[src/rtl/uart_rx.sv]
// uart_rx: 8N1 asynchronous serial receiver.
// The rx line is resynchronised, a falling edge starts a frame, and the start
// bit is confirmed half a bit period later. Every later sample then lands one
// full bit period after the previous one, which puts it in the middle of each
// data bit and of the stop bit. The bit period is captured at the start of a
// frame, so changes to clk_div while a frame is in progress have no effect on it.
module uart_rx #(
  parameter int SYNC_STAGES = 2  // metastability flops on rx, at least 2
) (
  input  logic        clk,
  input  logic        rst_n,
  input  logic        rx,
  input  logic [15:0] clk_div,
  output logic [7:0]  dout,
  output logic        valid,
  output logic        frame_err,
  output logic        busy
);

  typedef enum logic [2:0] {
    IDLE  = 3'd0,
    START = 3'd1,
    DATA  = 3'd2,
    STOP  = 3'd3,
    BRK   = 3'd4
  } state_t;

  logic [SYNC_STAGES-1:0] sync_q;
  logic                   rx_s;
  logic                   rx_prev_q;
  logic                   fall;

  state_t      state_q, state_d;
  logic [15:0] cnt_q, cnt_d;
  logic [15:0] div_q, div_d;
  logic [15:0] half;
  logic [2:0]  bit_cnt_q, bit_cnt_d;
  logic [7:0]  sh_q, sh_d;
  logic [7:0]  dout_q, dout_d;
  logic        valid_q, valid_d;
  logic        ferr_q, ferr_d;

  // Synchroniser chain; the line idles high, so every flop resets to 1.
  always_ff @(posedge clk or negedge rst_n) begin
    if (!rst_n) begin
      sync_q    <= '1;
      rx_prev_q <= 1'b1;
    end else begin
      sync_q    <= {sync_q[SYNC_STAGES-2:0], rx};
      rx_prev_q <= rx_s;
    end
  end

  assign rx_s = sync_q[SYNC_STAGES-1];
  assign fall = rx_prev_q & ~rx_s;
  assign half = {1'b0, div_q[15:1]};

  // State and datapath registers of the frame sequencer.
  always_ff @(posedge clk or negedge rst_n) begin
    if (!rst_n) begin
      state_q   <= IDLE;
      cnt_q     <= '0;
      div_q     <= '0;
      bit_cnt_q <= '0;
      sh_q      <= '0;
      dout_q    <= '0;
      valid_q   <= 1'b0;
      ferr_q    <= 1'b0;
    end else begin
      state_q   <= state_d;
      cnt_q     <= cnt_d;
      div_q     <= div_d;
      bit_cnt_q <= bit_cnt_d;
      sh_q      <= sh_d;
      dout_q    <= dout_d;
      valid_q   <= valid_d;
      ferr_q    <= ferr_d;
    end
  end

  // Next-state logic: bit timing, sampling, shifting and strobe generation.
  always_comb begin
    state_d   = state_q;
    cnt_d     = cnt_q;
    div_d     = div_q;
    bit_cnt_d = bit_cnt_q;
    sh_d      = sh_q;
    dout_d    = dout_q;
    valid_d   = 1'b0;
    ferr_d    = 1'b0;

    unique case (state_q)
      IDLE: begin
        cnt_d = '0;
        if (fall) begin
          div_d   = clk_div;
          state_d = START;
        end
      end

      START: begin
        if (cnt_q == half) begin
          cnt_d     = '0;
          bit_cnt_d = '0;
          // A line that is already high again was only a glitch.
          state_d   = rx_s ? IDLE : DATA;
        end else begin
          cnt_d = cnt_q + 16'd1;
        end
      end

      DATA: begin
        if (cnt_q == div_q) begin
          cnt_d     = '0;
          sh_d      = {rx_s, sh_q[7:1]};
          bit_cnt_d = bit_cnt_q + 3'd1;
          if (bit_cnt_q == 3'd7) begin
            state_d = STOP;
          end
        end else begin
          cnt_d = cnt_q + 16'd1;
        end
      end

      STOP: begin
        if (cnt_q == div_q) begin
          cnt_d = '0;
          if (rx_s) begin
            dout_d  = sh_q;
            valid_d = 1'b1;
            state_d = IDLE;
          end else begin
            ferr_d  = 1'b1;
            state_d = BRK;
          end
        end else begin
          cnt_d = cnt_q + 16'd1;
        end
      end

      BRK: begin
        // Hold here while the line stays low so a break cannot start a frame.
        cnt_d = '0;
        if (rx_s) begin
          state_d = IDLE;
        end
      end

      default: begin
        cnt_d   = '0;
        state_d = IDLE;
      end
    endcase
  end

  assign dout      = dout_q;
  assign valid     = valid_q;
  assign frame_err = ferr_q;
  assign busy      = (state_q != IDLE);

  // Structural invariants of the sequencer.
  a_strobe_excl: assert property (@(posedge clk) disable iff (!rst_n)
    !(valid_q && ferr_q));
  a_valid_idle: assert property (@(posedge clk) disable iff (!rst_n)
    valid_q |-> (state_q == IDLE));
  a_ferr_brk: assert property (@(posedge clk) disable iff (!rst_n)
    ferr_q |-> (state_q == BRK));
  a_idle_cnt: assert property (@(posedge clk) disable iff (!rst_n)
    (state_q == IDLE) |-> (cnt_q == 16'd0));

endmodule

[config.mk]
export PLATFORM = sky130hd
export DESIGN_NAME = uart_rx
export DESIGN_NICKNAME = d
export VERILOG_FILES = /design/src/rtl/uart_rx.sv
export SDC_FILE = /design/constraint.sdc
export NUM_CORES = 1
export LEC_CHECK = 0
export ABC_AREA = 1
export ABC_CLOCK_PERIOD_IN_PS = 2200
export CAP_MARGIN = 10
export CORE_MARGIN = 4
export CORE_UTILIZATION = 57
export CTS_BUF_LIST = sky130_fd_sc_hd__clkbuf_16
export CTS_CLUSTER_DIAMETER = 150
export DETAILED_ROUTE_END_ITERATION = 8
export PLACE_DENSITY = 0.8
export RECOVER_POWER = 25
export SYNTH_ARGS = -nofsm -noshare
export SYNTH_HDL_FRONTEND = slang
export SYNTH_SLANG_ARGS = --single-unit
[constraint.sdc]
create_clock -name clk -period 2.2 [get_ports clk]
set_input_delay 0.44 -clock clk [delete_from_list [all_inputs] [get_ports clk]]
set_output_delay 0.44 -clock clk [all_outputs]
set_load 0.05 [all_outputs]
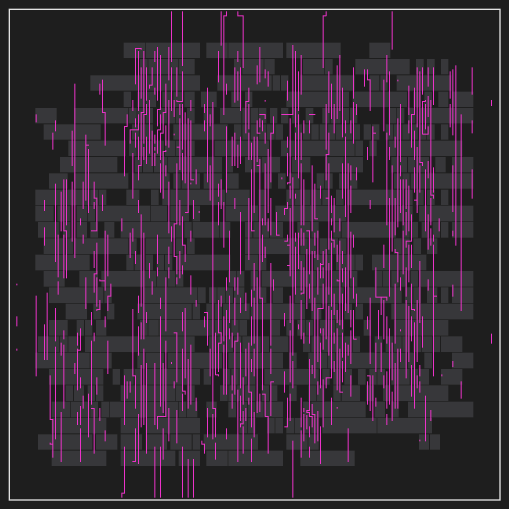
*Signal wires on met2, run 1*
(6 px per µm)
longest straight run: 51.0 µm
main direction: vertical
wire length on this layer: 3160 µm
share of all routed wire: 50%
nets with wire on the layer: 369

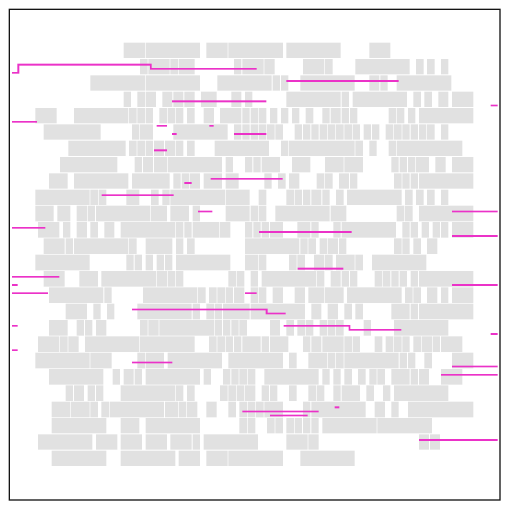
*M3 wires, run 1*
(6 px per µm)
nets with wire on the layer: 26
wire length on this layer: 284 µm
main direction: horizontal
M3 GR Usage: 7.127%
Routed WL: 6.313 mm

==> impl_metrics.env, run 1 <==
# physical design summary
export IMPL_status="finished, final reports clean"
export IMPL_synthTopCellsByCount="nand2_1 (141), nor2_1 (60), dfrtp_1 (56)"
export IMPL_synth_seq_area_share_pct=48.03
export IMPL_area_delta_synth_final_pct=21.96
export IMPL_flop_cell="dfrtp_1"
export IMPL_ys_async_sr_fraction_pct=100.0
export IMPL_die_h_um=81.53
export IMPL_clk_path_buf_depth=2
export IMPL_dp_cells=503
export IMPL_layout_drive_gt1_share_pct=12.03
export IMPL_fin_hold_ws_ns=0.3510
export IMPL_synth_cell_types=30
export IMPL_cellPowerDensity_nw_per_um2=1060
export IMPL_cpMaxStageDelayCell="clkdlybuf4s50_1"
export IMPL_syn_inst=409
export IMPL_crit_arrival_ns=1.50
export IMPL_drcViolationCount=0
export IMPL_top_area_share_pct=45.47
export IMPL_yosys_warnings=0
export IMPL_crit_family="buffers and inverters"
export IMPL_topCellsByArea="dfrtp_1 (45%), nand2_1 (17%), nor2_1 (7.3%)"
export IMPL_final_cells=519
export IMPL_combPwrFrac_pct=24.6
export IMPL_p_leak_nw=1.807
export IMPL_design_area_um2=3759
export IMPL_seqPwrFrac_pct=35.8
export IMPL_yosysTopAreaCell="dfrtp_1"
export IMPL_io_buffers=29
export IMPL_finalPower_w=0.003983
export IMPL_fa_ha_area_share_pct=1.218
export IMPL_clock_sinks=59
export IMPL_min_path_cells=0
export IMPL_worst_ir_drop_vdd_mv=0.6941
export IMPL_worst_path_stages=1
export IMPL_top_logic_kind="simple AND/OR/NAND/NOR gates"
export IMPL_fmaxAchievable_ghz=0.5155
export IMPL_reg2reg_setup_slack_ns=0.36
export IMPL_ys_sh_mux_pct=0
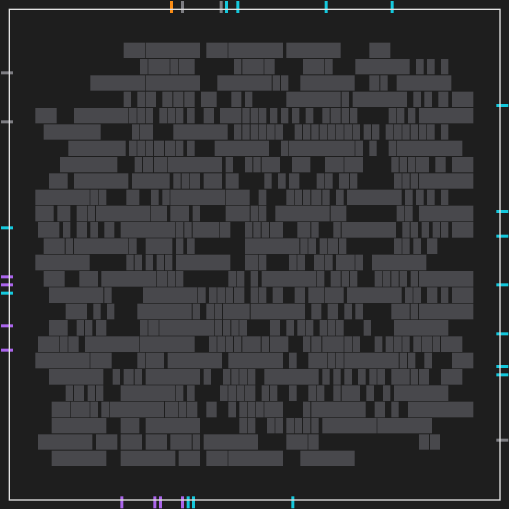
*I/O pins on the die edge, run 1*
(6 px per µm) Pins as bars across the die edge, other pins in gray.
[purple] `dout` | pins: 8 | direction: output | edge: 4 bottom, 4 left
[cyan] `clk_div` | pins: 16 | direction: input | edge: 7 right, 4 top, 3 bottom, 2 left
[orange] `valid` | pins: 1 | direction: output | edge: top

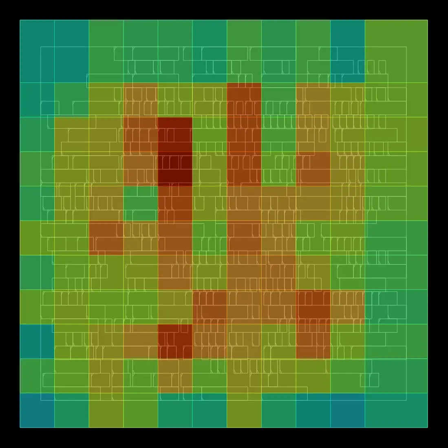
*Congestion heat map, run 1*
met2 GRT Util: 39.33%
Core Util, Final: 72.67%
most crowded layer after global routing: met2
Total Routing Usage GR: 22.47%
met1 usage: 25.21%

## run 1: sequential cells by signal (all words and copies together), names as in the netlist
name       count
div_q         16
rx_prev_q      1
state_q        3
bit_cnt_q      3
sync_q         2
cnt_q         16
valid          1
frame_err      1
sh_q           8
dout           8
## run 1: area by class of cell
| type | instances | area, µm² | share of cell area [%] |
|---|---|---|---|
| sequential | 59 | 1480 | 39.38 |
| multi-input combinational | 289 | 1353 | 35.99 |
| tap | 70 | 87.58 | 2.330 |
| timing repair buffer | 32 | 302.8 | 8.056 |
| clock buffer | 9 | 225.2 | 5.992 |
| clock inverter | 7 | 108.9 | 2.896 |
| inverter | 53 | 201.4 | 5.360 |
## run 1: kinds of logic after synthesis
family	after synthesis
simple gates	228
buf+inv	61
flops	59
compound gates	45
xor+xnor	13
fa+ha+maj	3
### Wire density map, run 1

(4 px per µm) 16 x 16 tiles, from dark blue (low) to red (high), scaled to the fullest tile. Values are wire area over tile area, all layers added.
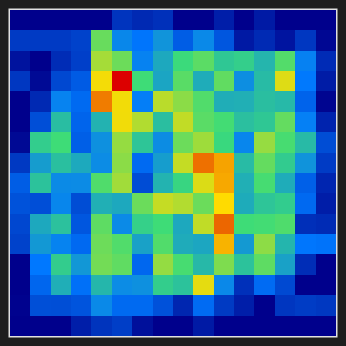

==> run 1 -> run 2 <==
Settings changed: ABC_CLOCK_PERIOD_IN_PS 2200 to 2300, CORE_UTILIZATION 57 to 59, PLACE_DENSITY 0.8 to 0.82.
Clock period 2.2 ns to 2.3 ns, I/O delays scaled along.
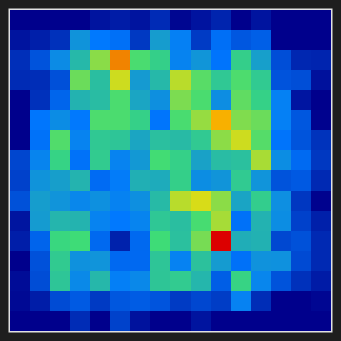
*Wire density map, run 2*
(4 px per µm) 16 x 16 tiles, from dark blue (low) to red (high), scaled to the fullest tile. Values are wire area over tile area, all layers added.
nearly empty tiles: 14%
tiles over half the peak: 13%
mean over tiles: 0.17

==> run 2 against run 1 <==
Clock-buffer cell count stayed put. Final cell count unchanged. Clock skew fell by 0.0026 ns. Highest routed layer unchanged. Hold slack worse by 0.098 ns.
==> impl_metrics.env, run 2 <==
# physical design summary
export IMPL_clk_share_pct=9.599
export IMPL_reg2reg_setup_slack_ns=0.41
export IMPL_signal_buffers=32
export IMPL_clock_sinks=59
export IMPL_topCellsByArea="dfrtp_1 (45%), nand2_1 (17%), nor2_1 (7.3%)"
export IMPL_final_clkbuf_count=9
export IMPL_yosys_warnings=0
export IMPL_regArea_um2=1480
export IMPL_combGateArea_um2=1353
export IMPL_comb_share_pct=35.54
export IMPL_synth_seq_area_share_pct=48.03
export IMPL_synth_cell_types=30
export IMPL_seq_area_share_pct=38.89
export IMPL_area_delta_synth_final_pct=23.51
export IMPL_reg_top3="cnt_q (16), div_q (16)"
export IMPL_combPwrFrac_pct=24.2
export IMPL_status="finished, final reports clean"
export IMPL_design_area_um2=3806
export IMPL_grt_usage_pct=23.95
export IMPL_final_cells=519
export IMPL_drcViolationCount=0
export IMPL_final_nonclk_buf_share_pct=8.383
export IMPL_worst_ir_drop_vdd_mv=0.6103
export IMPL_top_area_share_pct=45.47
export IMPL_dp_cells=503
export IMPL_synthTopCellsByCount="nand2_1 (141), nor2_1 (60), dfrtp_1 (56)"
export IMPL_layout_drive_gt1_share_pct=12.03
export IMPL_ys_async_sr_fraction_pct=100.0
export IMPL_fa_ha_area_share_pct=1.218
export IMPL_inverters=53
export IMPL_io_buffers=29
export IMPL_n_tap_cell=70
export IMPL_crit_arrival_ns=1.52
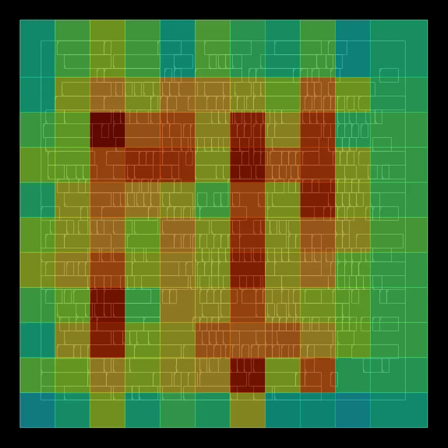
*Congestion heat map, run 2*
M3 GR Usage: 5.157%
met2 GRT Util: 41.47%
met1 usage: 28.27%

[run 2: cell counts after synthesis]
Identical to the previous run, type by type.
[run 2: logic make-up (layout without fill, tap and decap cells)]
family / after synthesis / after routing
AND-OR/OR-AND: 45 / 45
XOR/XNOR: 13 / 13
adder cells (fa/ha/maj): 3 / 3
buffers and inverters: 61 / 101
flip-flops: 59 / 59
AND/OR/NAND/NOR: 228 / 228
[run 2: metal layers]
| layer | wire, µm | track usage, % | up-vias |
|---|---|---|---|
| met4 | 163 | 10.98 | 0 |
| met1 | 2796 | 28.27 | 1214 |
| li1 | - | - | 1327 |
| met5 | 0 | 0 | - |
| met3 | 319 | 5.157 | 17 |
| met2 | 3512 | 41.47 | 74 |
